==> run_1/sizing.png <==
Scale bar: 50 µm.
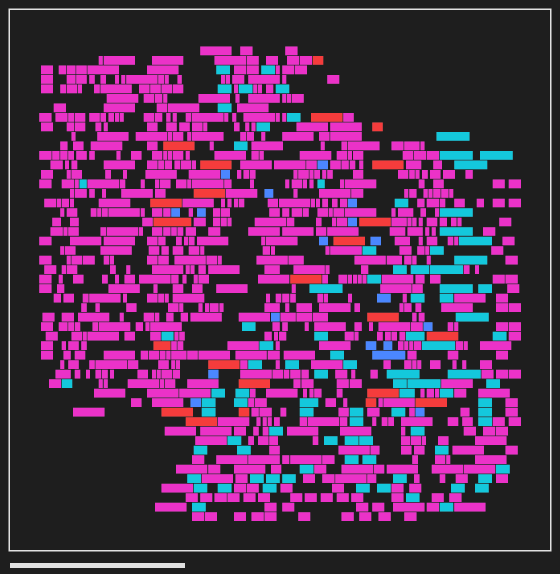
==> run_1/m2.png <==
Cells faint in the background.
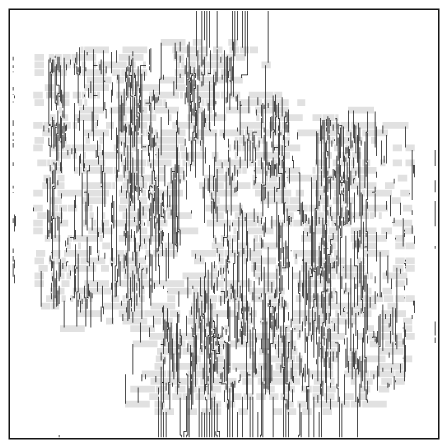
==> run_1/clock_nets.png <==
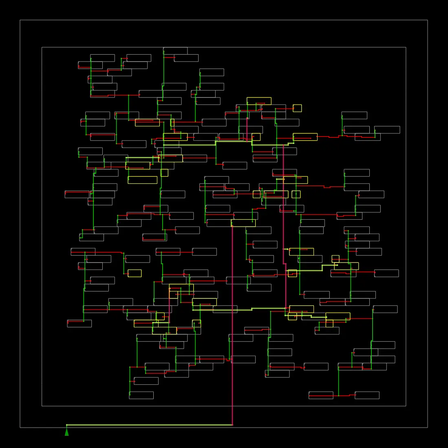
==> run_1/layers.png <==
Only two layers are drawn.
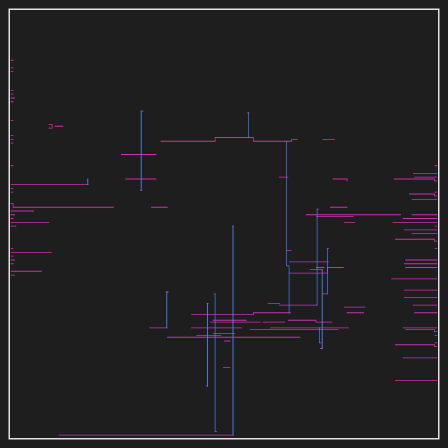
**src/rtl/seg_scan_display.sv**
```systemverilog
// seg_scan_display: scanned active-low 7-segment driver with a self-timed LED countdown bar.
// Each digit slot lasts SCAN_DIV clocks. The frame inputs are snapshotted when digit 0 is loaded,
// so a frame never mixes old and new inputs. The countdown is an IDLE/RUN sequencer with a
// start/abort/done handshake.
// Optional feature: define DISP_BLINK_EN to blank flagged digits on a BLINK_FRAMES-frame blink phase.
module seg_scan_display #(
  parameter int unsigned NUM_DIGITS   = 8,
  parameter int unsigned SCAN_DIV     = 50000,
  parameter int unsigned LED_NUM      = 10,
  parameter int unsigned STEP_W       = 24,
  parameter int unsigned BLINK_FRAMES = 64
) (
  input  logic                    CLK,
  input  logic                    RST,
  input  logic [5*NUM_DIGITS-1:0] glyph,
  input  logic [NUM_DIGITS-1:0]   digit_en,
  input  logic [NUM_DIGITS-1:0]   dp,
  input  logic [NUM_DIGITS-1:0]   blink,
  input  logic                    cd_start,
  input  logic                    cd_abort,
  input  logic [STEP_W-1:0]       cd_step,
  output logic [NUM_DIGITS-1:0]   AN,
  output logic [7:0]              SEG,
  output logic [LED_NUM-1:0]      LED,
  output logic                    cd_busy,
  output logic                    cd_done
);

  localparam int unsigned PW = (SCAN_DIV > 1) ? $clog2(SCAN_DIV) : 1;
  localparam int unsigned IW = $clog2(NUM_DIGITS);

  typedef enum logic {S_IDLE, S_RUN} cd_state_t;

  // Glyph code to {a..g}, active low
  function automatic logic [6:0] f_decode(input logic [4:0] code);
    case (code)
      5'd0:    f_decode = 7'b0000001;
      5'd1:    f_decode = 7'b1001111;
      5'd2:    f_decode = 7'b0010010;
      5'd3:    f_decode = 7'b0000110;
      5'd4:    f_decode = 7'b1001100;
      5'd5:    f_decode = 7'b0100100;
      5'd6:    f_decode = 7'b0100000;
      5'd7:    f_decode = 7'b0001111;
      5'd8:    f_decode = 7'b0000000;
      5'd9:    f_decode = 7'b0000100;
      5'd10:   f_decode = 7'b0001000;
      5'd11:   f_decode = 7'b1100000;
      5'd12:   f_decode = 7'b0110001;
      5'd13:   f_decode = 7'b1000010;
      5'd14:   f_decode = 7'b0110000;
      5'd15:   f_decode = 7'b0111000;
      5'd16:   f_decode = 7'b1001000;
      5'd17:   f_decode = 7'b1110001;
      5'd18:   f_decode = 7'b1111010;
      5'd19:   f_decode = 7'b0011000;
      5'd20:   f_decode = 7'b1110111;
      5'd21:   f_decode = 7'b1111110;
      default: f_decode = 7'b1111111;
    endcase
  endfunction

  logic [PW-1:0]           r_presc;
  logic [IW-1:0]           r_idx;
  logic [5*NUM_DIGITS-1:0] r_glyph_s;
  logic [NUM_DIGITS-1:0]   r_en_s;
  logic [NUM_DIGITS-1:0]   r_dp_s;
  logic [NUM_DIGITS-1:0]   r_an;
  logic [7:0]              r_seg;

  logic                    w_tick;
  logic                    w_load0;
  logic [5*NUM_DIGITS-1:0] w_glyph_src;
  logic [NUM_DIGITS-1:0]   w_en_src;
  logic [NUM_DIGITS-1:0]   w_dp_src;
  logic [4:0]              w_code;
  logic                    w_en_bit;
  logic                    w_dp_bit;
  logic                    w_blank;
  logic [NUM_DIGITS-1:0]   w_an_hot;

  assign w_tick  = (r_presc == PW'(SCAN_DIV - 1));
  // r_idx is the digit loaded into AN/SEG on the next tick
  assign w_load0 = (r_idx == '0);

  // Digit 0 takes live inputs; the rest of the frame reads the snapshot taken alongside it
  assign w_glyph_src = w_load0 ? glyph    : r_glyph_s;
  assign w_en_src    = w_load0 ? digit_en : r_en_s;
  assign w_dp_src    = w_load0 ? dp       : r_dp_s;

`ifdef DISP_BLINK_EN
  localparam int unsigned FW = (BLINK_FRAMES > 1) ? $clog2(BLINK_FRAMES) : 1;

  logic [NUM_DIGITS-1:0] r_blink_s;
  logic [FW-1:0]         r_frame;
  logic                  r_phase;
  logic [NUM_DIGITS-1:0] w_blink_src;
  logic                  w_wrap;

  assign w_blink_src = w_load0 ? blink : r_blink_s;
  assign w_wrap      = w_tick && (r_idx == IW'(NUM_DIGITS - 1));

  // Blink phase flips after every BLINK_FRAMES completed frames
  always_ff @(posedge CLK or posedge RST) begin
    if (RST) begin
      r_blink_s <= '0;
      r_frame   <= '0;
      r_phase   <= 1'b0;
    end else begin
      if (w_tick && w_load0) r_blink_s <= blink;
      if (w_wrap) begin
        if (r_frame == FW'(BLINK_FRAMES - 1)) begin
          r_frame <= '0;
          r_phase <= ~r_phase;
        end else begin
          r_frame <= r_frame + FW'(1);
        end
      end
    end
  end
`else
  logic w_unused_blink;
  assign w_unused_blink = (^blink) ^ (BLINK_FRAMES == 0);
`endif

  // Select the fields and the anode of the digit being loaded
  always_comb begin
    w_code   = '0;
    w_en_bit = 1'b0;
    w_dp_bit = 1'b0;
    w_blank  = 1'b0;
    w_an_hot = '1;
    for (int unsigned i = 0; i < NUM_DIGITS; i++) begin
      if (r_idx == IW'(i)) begin
        w_code   = w_glyph_src[5*i +: 5];
        w_en_bit = w_en_src[i];
        w_dp_bit = w_dp_src[i];
`ifdef DISP_BLINK_EN
        w_blank  = r_phase && w_blink_src[i];
`endif
        w_an_hot[NUM_DIGITS-1-i] = 1'b0;
      end
    end
  end

  // Slot prescaler and digit index
  always_ff @(posedge CLK or posedge RST) begin
    if (RST) begin
      r_presc <= '0;
      r_idx   <= '0;
    end else if (w_tick) begin
      r_presc <= '0;
      r_idx   <= (r_idx == IW'(NUM_DIGITS - 1)) ? '0 : r_idx + IW'(1);
    end else begin
      r_presc <= r_presc + PW'(1);
    end
  end

  // Frame snapshot, captured on the tick that loads digit 0
  always_ff @(posedge CLK or posedge RST) begin
    if (RST) begin
      r_glyph_s <= '0;
      r_en_s    <= '0;
      r_dp_s    <= '0;
    end else if (w_tick && w_load0) begin
      r_glyph_s <= glyph;
      r_en_s    <= digit_en;
      r_dp_s    <= dp;
    end
  end

  // Registered anode/segment outputs; a disabled or blanked digit keeps its slot with no anode lit
  always_ff @(posedge CLK or posedge RST) begin
    if (RST) begin
      r_an  <= '1;
      r_seg <= 8'hFF;
    end else if (w_tick) begin
      r_an  <= (w_en_bit && !w_blank) ? w_an_hot : '1;
      r_seg <= {f_decode(w_code), ~w_dp_bit};
    end
  end

  assign AN  = r_an;
  assign SEG = r_seg;

  cd_state_t          r_state;
  cd_state_t          w_state_n;
  logic [LED_NUM-1:0] r_led;
  logic [LED_NUM-1:0] w_led_n;
  logic [LED_NUM-1:0] w_led_shr;
  logic [STEP_W-1:0]  r_cnt;
  logic [STEP_W-1:0]  w_cnt_n;
  logic [STEP_W-1:0]  r_lim;
  logic [STEP_W-1:0]  w_lim_n;
  logic [STEP_W-1:0]  w_lim;
  logic               r_busy;
  logic               w_busy_n;
  logic               r_done;
  logic               w_done_n;

  // Terminal count for the step length presented now; a step of 0 behaves as 1
  assign w_lim     = (cd_step == '0) ? '0 : cd_step - STEP_W'(1);
  assign w_led_shr = r_led >> 1;

  // Countdown state register
  always_ff @(posedge CLK or posedge RST) begin
    if (RST) begin
      r_state <= S_IDLE;
      r_led   <= '0;
      r_cnt   <= '0;
      r_lim   <= '0;
      r_busy  <= 1'b0;
      r_done  <= 1'b0;
    end else begin
      r_state <= w_state_n;
      r_led   <= w_led_n;
      r_cnt   <= w_cnt_n;
      r_lim   <= w_lim_n;
      r_busy  <= w_busy_n;
      r_done  <= w_done_n;
    end
  end

  // Countdown next state; abort beats start, start beats the running count
  always_comb begin
    w_state_n = r_state;
    w_led_n   = r_led;
    w_cnt_n   = r_cnt;
    w_lim_n   = r_lim;
    w_busy_n  = r_busy;
    w_done_n  = 1'b0;
    if (cd_abort) begin
      w_state_n = S_IDLE;
      w_led_n   = '0;
      w_cnt_n   = '0;
      w_busy_n  = 1'b0;
    end else if (cd_start) begin
      w_state_n = S_RUN;
      w_led_n   = '1;
      w_cnt_n   = '0;
      w_lim_n   = w_lim;
      w_busy_n  = 1'b1;
    end else begin
      case (r_state)
        S_RUN: begin
          if (r_cnt == r_lim) begin
            w_cnt_n = '0;
            w_lim_n = w_lim;
            w_led_n = w_led_shr;
            if (w_led_shr == '0) begin
              w_state_n = S_IDLE;
              w_busy_n  = 1'b0;
              w_done_n  = 1'b1;
            end
          end else begin
            w_cnt_n = r_cnt + STEP_W'(1);
          end
        end
        default: ;
      endcase
    end
  end

  assign LED     = r_led;
  assign cd_busy = r_busy;
  assign cd_done = r_done;

endmodule

```
**config.mk**
```make
export PLATFORM = sky130hd
export DESIGN_NAME = seg_scan_display
export DESIGN_NICKNAME = d
export VERILOG_FILES = /design/src/rtl/seg_scan_display.sv
export SDC_FILE = /design/constraint.sdc
export NUM_CORES = 1
export LEC_CHECK = 0
export CORE_MARGIN = 8
export CORE_UTILIZATION = 41
export CTS_CLUSTER_DIAMETER = 200
export DETAILED_ROUTE_END_ITERATION = 16
export GPL_ROUTABILITY_DRIVEN = 0
export HOLD_SLACK_MARGIN = 0.12
export PLACE_DENSITY = 0.6
export SYNTH_ARGS = -nofsm -noshare
export SYNTH_HDL_FRONTEND = slang
export SYNTH_SLANG_ARGS = --single-unit
```
**constraint.sdc**
```tcl
create_clock -name CLK -period 12.2 [get_ports CLK]
set_clock_uncertainty 0.1 [all_clocks]
set_input_delay 2.44 -clock CLK [delete_from_list [all_inputs] [get_ports CLK]]
set_output_delay 2.44 -clock CLK [all_outputs]
set_load 0.1 [all_outputs]
```
==> out/results.txt, run 1 <==
Status: finished, final reports clean
Core Region: 18800 µm²
Max VDD drop: 86.9 µV
Fin cells: 1121
# diodes: 1
Adder Area Share: 2.70%
Gate Area: 3980 µm²
Tool Warnings: 44
Comb. pwr: 133 µW
# Cells Yosys: 774
Fmax: 193 MHz
Clock Tree Root: clkbuf_16
Register share after synthesis: 46.4%
Setup Buffers After CTS: 0
Placed insts: 1088
Final setup vio count: 0
Async SR Flop Fraction: 100%
Top Layout Cells: dfrtp_1 (129), clkdlybuf4s50_1 (111), nor2_1 (87)
Routing usage on met1: 20.1%
Crit Path Class: input port to flip-flop
H-tree levels: 4
Final #Nets: 982
Top power group: registers
Metal3 WL: 961 µm
Setup crit end kind: flip-flop
DRC viols: 0
Worst path arrival time: 5380 ps
Count leader, synth: dfrtp_1
Final Core Density: 51.8%
Max-slew violations: 0
Clk tree area frac: 5.89%
Port bufs: 111
Logic inverters: 17
Non-CTS buffers: 118
CTS tree: yes
Yosys stat area: 7860 µm²
Hold Violations, Final: 0
PostCTS Resize Cnt: 0
Worst path buffer plus inverter count: 1
# fillers: 1692
Tcrit/Tclk final: 42.4%
HPWL Detailed: 14.2 mm
Leakage: 4.14 nW
Top FF cell, synth: dfrtp_1
Layout Area Growth over Synthesis: 23.7%
WP data required: 12410 ps
Sequential cell power: 508 µW
Sequential power share: 44.5%
Dominant comb cell: simple AND/OR/NAND/NOR gates
ANT nets after route: 0
Comb area share: 40.9%
Flop area: 3650 µm²
Yosys top cell by area: dfrtp_1
Grt met3 use: 4.26%
Signal buf overhead: 12.0%
Max_cap viols: 0
#MultiIn Comb: 574
Mapped Avg Cell Area: 10.2 µm²
Pwr Density: 117 nW/µm²
Setup TNS: 0 ps
Seq/total area: 37.5%
Worst setup SP type: input port
Vias in the first global route: 6264
Crit-path cells: clkdlybuf4s50_1 -> nor3_1 -> or4b_2 -> nor3_1 -> and4_1 -> nand3_1 -> xor2_1 -> nor2_1
About sizing.png:
Cyan stands for x2, cells 94. Blue stands for x3 and x4, cells 18. Red stands for x6 and larger, cells 23. Magenta stands for x1 and smaller, cells 751.

About m2.png:
The layer carries 9360 µm of wire. The layer holds 49% of the routed length.

About clock_nets.png:
Flops: 145
clk sinks: 145
clock network power: 500 µW
CTS buffer count: 17

About layers.png:
Blue stands for M4, wire length 355 µm. Magenta stands for M3, wire length 961 µm.
DRT Wirelength: 19.1 mm
GR Util All Layers: 16.4%
WL per Instance: 17.0 µm
via count: 5999

run 1: flip-flops by register name, indices dropped and copies added (netlist names):
signal,flops
r_lim,24
r_state,1
SEG,8
r_dp_s,7
AN,8
cd_done,1
LED,10
r_idx,3
cd_busy,1
r_presc,16
r_cnt,24
r_glyph_s,35
r_en_s,7
run 1: path summary, 6_finish.rpt:
path / from / end / slack [ps] / depth (start not counted)
worst min-delay path: r_presc[0] / r_presc[0] / 370 / 1
worst max-delay path: cd_abort / r_cnt[19] / 7030 / 8
worst max register to register: r_idx[2] / SEG[2] / 7940 / 9
worst min register to register: r_presc[0] / r_presc[0] / 370 / 1
max in group asynchronous: RST / r_glyph_s[27] / 8300 / 3
min in group asynchronous: RST / r_cnt[15] / 2430 / 2
==> run 2, diff against run 1 <==
--- a/config.mk
+++ b/config.mk
@@ -11,7 +11,7 @@
 export DETAILED_ROUTE_END_ITERATION = 16
 export GPL_ROUTABILITY_DRIVEN = 0
 export HOLD_SLACK_MARGIN = 0.12
-export PLACE_DENSITY = 0.6
+export PLACE_DENSITY = 0.63
 export SYNTH_ARGS = -nofsm -noshare
 export SYNTH_HDL_FRONTEND = slang
 export SYNTH_SLANG_ARGS = --single-unit
==> constraint.sdc (replaced) <==
create_clock -name CLK -period 4.73 [get_ports CLK]
set_clock_uncertainty 0.1 [all_clocks]
set_input_delay 0.946 -clock CLK [delete_from_list [all_inputs] [get_ports CLK]]
set_output_delay 0.946 -clock CLK [all_outputs]
set_load 0.1 [all_outputs]
==> out/results.txt, run 2 <==
Max FFs per register: 35
Layout Area Growth over Synthesis: 25.3%
ANT nets after route: 0
Top Layout Cells: dfrtp_1 (129), clkdlybuf4s50_1 (111), nor2_1 (87)
Final setup vio count: 0
DIE HEIGHT: 154 µm
Leakage: 4.20 nW
Vias in the first global route: 6007
Worst setup SP type: flip-flop
Clock share of power: 45.7%
R2r endpoint: SEG[2]
Clock Tree Root: clkbuf_16
Pwr Density: 309 nW/µm²
HP Start: r_presc[0]
R2R depth: 11
Max_cap viols: 0
Endpoint, Worst Hold: r_presc[0]
Crit Path Class: flip-flop to flip-flop
Critical Path Sink: SEG[2]
# fillers: 1728
Via count: 5946
Crit. Startpoint: r_idx[0]
H-tree levels: 4
Slew @ Worst Pin: 1010 ps
Slack of the worst reg-to-reg path: 840 ps
Clock transition at path regs: 60 ps
Max VDD drop: 230 µV
Setup crit end kind: flip-flop
Comb. pwr: 346 µW
Critical-path maximum fanout: 15
Top power group: clock
Sequential cell power: 1.31 mW
CP Depth: 11
HPWL Detailed: 13.4 mm
Tcrit/Tclk final: 82.1%
Hold Violations, Final: 0
Setup Buffers After CTS: 0
PostCTS Resize Cnt: 0
Psw: 757 µW
Register share after synthesis: 46.4%
Async SR Flop Fraction: 100%
M2 GR Usage: 26.2%
Final #Nets: 990
Clk sinks: 145
Setup TNS: 0 ps
WP data required: 4970 ps
Count leader, synth: dfrtp_1
Largest reg by FF count: r_glyph_s
GR Util All Layers: 16.1%
Reg2reg start: r_idx[0]
# diodes: 0
Metal3 WL: 771 µm
DRT Wirelength: 18.6 mm
Largest regs: r_glyph_s: 35 flops, r_cnt: 24 flops, r_lim: 24 flops
CTS buffer count: 17
CTS tree: yes
Yosys top cell by area: dfrtp_1
Adder Area Share: 2.70%
Hold depth: 1
Max-slew violations: 0
Status: finished, final reports clean
Fmax: 257 MHz
DRC viols: 0
Yosys stat area: 7860 µm²
# Cells Yosys: 774
Crit-path cells: inv_1 -> ha_1 -> nor2b_1 -> a221oi_1 -> o21ai_0 -> o21ai_0 -> inv_1 -> ha_1 -> mux2_2 -> a221oi_1 -> nor3_1
Grt met3 use: 3.71%
Sequential power share: 42.9%
Worst path buffer plus inverter count: 2
Tool Warnings: 46
Slew headroom: 32.6%
Top FF cell, synth: dfrtp_1
Dominant comb cell: simple AND/OR/NAND/NOR gates
## run 2: cell counts after synthesis
No cell type changed its count.
## run 2: layout make-up
class,count,area (µm²),area share (%)
multi-input combinational,574,3980,40.4
sequential,145,3650,37.0
timing repair buffer,126,1250,12.7
clock buffer,20,457,4.64
tap,234,293,2.97
clock inverter,12,158,1.60
inverter,17,67.6,0.686
## run 2: through the flow
stage,setup WS [ps],util (%),hold slack [ps],cells,total power [mW]
after floorplan,1600,-,325,774,1.53
after global placement,778,49.2,346,1096,1.68
after detailed placement,767,49.2,362,1096,1.68
after CTS,842,52.5,370,1128,3.08
after global routing,540,52.5,387,1128,3.17
final,844,52.5,368,1128,3.05
==> run_2/clock_nets.png <==
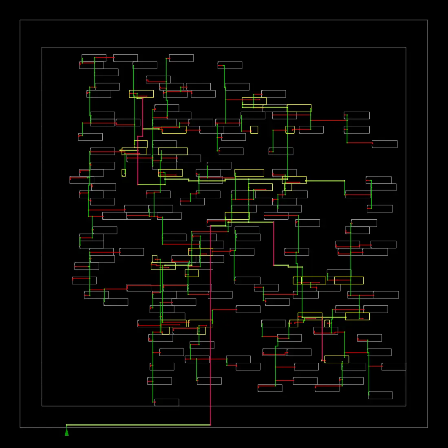
Clock buffer cells: 20
Latency at later pin: 420 ps
clock network power: 1.39 mW

==> run_2/layers.png <==
Only two layers are drawn.
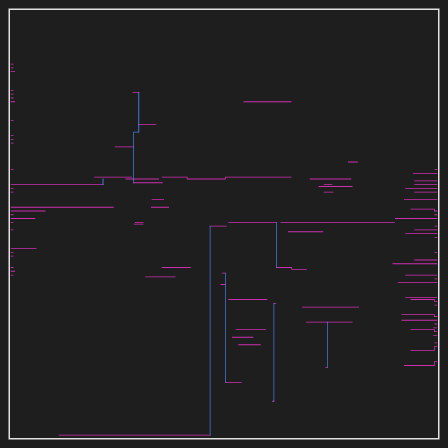
Magenta stands for M3, wire length 772 µm. Blue stands for M4, wire length 219 µm.

==> run_2/sizing.png <==
Scale bar: 50 µm.
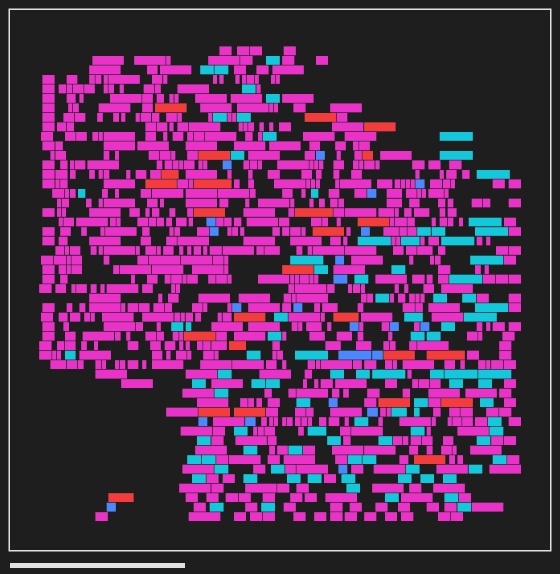
Blue stands for x3 and x4, cells 22. Cyan stands for x2, cells 96. Red stands for x6 and larger, cells 25. Magenta stands for x1 and smaller, cells 751.

==> run 3, diff against run 2 <==
--- a/config.mk
+++ b/config.mk
@@ -11,7 +11,7 @@
 export DETAILED_ROUTE_END_ITERATION = 16
 export GPL_ROUTABILITY_DRIVEN = 0
 export HOLD_SLACK_MARGIN = 0.12
-export PLACE_DENSITY = 0.63
+export PLACE_DENSITY = 0.6
 export SYNTH_ARGS = -nofsm -noshare
 export SYNTH_HDL_FRONTEND = slang
 export SYNTH_SLANG_ARGS = --single-unit
==> constraint.sdc (replaced) <==
create_clock -name CLK -period 3.8 [get_ports CLK]
set_clock_uncertainty 0.1 [all_clocks]
set_input_delay 0.76 -clock CLK [delete_from_list [all_inputs] [get_ports CLK]]
set_output_delay 0.76 -clock CLK [all_outputs]
set_load 0.1 [all_outputs]
==> out/results.txt, run 3 <==
Top Layout Cells: dfrtp_1 (129), clkdlybuf4s50_1 (104), nor2_1 (87)
Pre-CTS WS: 266 ps
Seq/total area: 36.9%
Setup TNS: 0 ps
Largest net degree at the start of global routing: 89
Max FFs per register: 35
Routing usage on met1: 21.1%
Non-CTS buffers: 135
Tcrit/Tclk final: 90.8%
Top power group: clock
Tot Pwr: 3.77 mW
Layout Area Growth over Synthesis: 25.9%
Flop area: 3650 µm²
Comb. pwr: 441 µW
Yosys stat area: 7860 µm²
Final #Nets: 999
M2 GR Usage: 28.0%
Worst setup SP type: flip-flop
# diodes: 0
# Cells Yosys: 774
Yosys top cell by area: dfrtp_1
CTS tree: yes
Status: finished, final reports clean
HPWL Detailed: 14.5 mm
Critical-path maximum fanout: 27
Slew @ Worst Pin: 981 ps
Psw: 996 µW
Signal buf overhead: 13.2%
Crit Path Class: flip-flop to flip-flop
Hold Crit Class: flip-flop to flip-flop
Reg2reg start: r_idx[0]
Placed insts: 1105
Leakage: 4.26 nW
Adder Area Share: 2.70%
Fmax: 290 MHz
Max VDD drop: 284 µV
Top class by area: combinational gates
Flops: 145
Comb area share: 40.2%
Largest regs: r_glyph_s: 35 flops, r_cnt: 24 flops, r_lim: 24 flops
GR Util All Layers: 16.8%
Largest type area fraction: 41.1%
Clock share of power: 45.1%
Top FF cell, synth: dfrtp_1
Logic inverters: 17
Post-route setup slack: 350 ps
Fin cells: 1137
Setup crit end kind: flip-flop
Gate Area: 3980 µm²
DRC viols: 0
# Taps: 234
PostCTS Resize Cnt: 0
ANT nets after route: 0
Max_cap viols: 0
WP data required: 4050 ps
#MultiIn Comb: 574
Largest reg by FF count: r_glyph_s
Clock buffer cells: 17
Register share after synthesis: 46.4%
Count leader, synth: dfrtp_1
Clk sinks: 145
Async SR Flop Fraction: 100%
Tool Warnings: 44
Core Region: 18800 µm²
Mapped Avg Cell Area: 10.2 µm²
Final setup vio count: 0
Pwr Density: 381 nW/µm²
Gr busiest metal: met2
HP Start: r_presc[0]
WHS: 350 ps
Hold Violations, Final: 0
Initial antenna violation count: 0
Sequential power share: 43.2%
CTS buffer count: 17
H-tree levels: 4
Clock Tree Root: clkbuf_16
Clk tree area frac: 6.08%
Max-slew violations: 0
Worst path arrival time: 3700 ps
Sequential cell power: 1.63 mW
-- run 3: worst max-delay path: stages, from the launching register on --
cell and delay, ps:
dfrtp_1 410, inv_1 120, ha_1 400, buf_12 230, mux2_2 350, a222oi_1 300, nand2_1 120, o211ai_2 560
mux2i_1 280, mux2i_1 100, a311o_1 370
-- run 3: worst paths after layout --
check | end | slack (ps) | cells past startpoint
worst min-delay path | r_presc[0] | 350 | 1
worst min register to register | r_presc[0] | 350 | 1
worst max register to register | SEG[4] | 350 | 10
max in group asynchronous | SEG[4] | 2340 | 3
min in group asynchronous | r_en_s[4] | 510 | 2
worst max-delay path | SEG[4] | 350 | 10
-- run 3: routing by layer --
metal  vias to the layer above  wire length, µm
met1                      2948             8690
met5                         -                0
met2                       165             9550
li1                       2952                -
met3                        27              763
met4                         0              449
==> run_3/sizing.png <==
Scale bar: 50 µm.
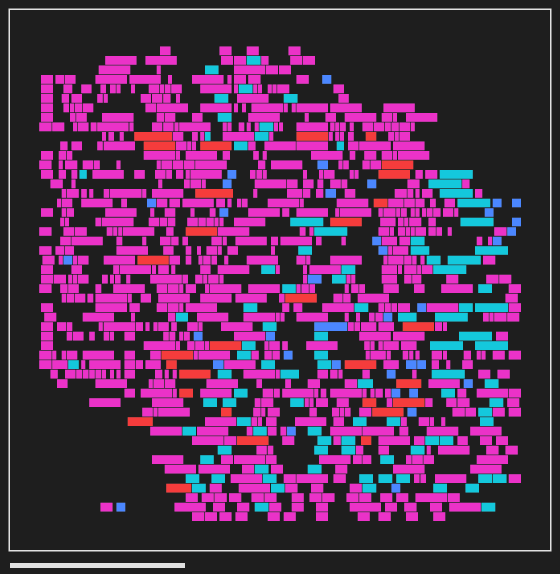
Blue stands for x3 and x4, cells 36. Red stands for x6 and larger, cells 29. Cyan stands for x2, cells 95. Magenta stands for x1 and smaller, cells 743.

==> run_3/m4.png <==
Scale bar: 50 µm. Cells faint in the background.
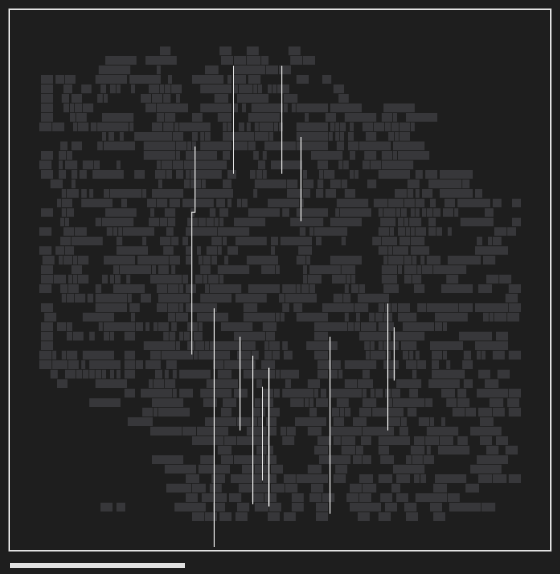
The layer carries 449 µm of wire. The wires run mostly vertical.
DRT Wirelength: 19.5 mm
via count: 6092

==> run_3/clock_nets.png <==
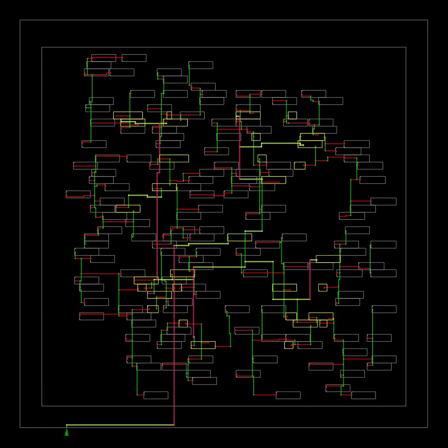
Latency at later pin: 430 ps
clock network power: 1.70 mW

Power figures rest on the tool's default switching activity, not on a simulated workload.
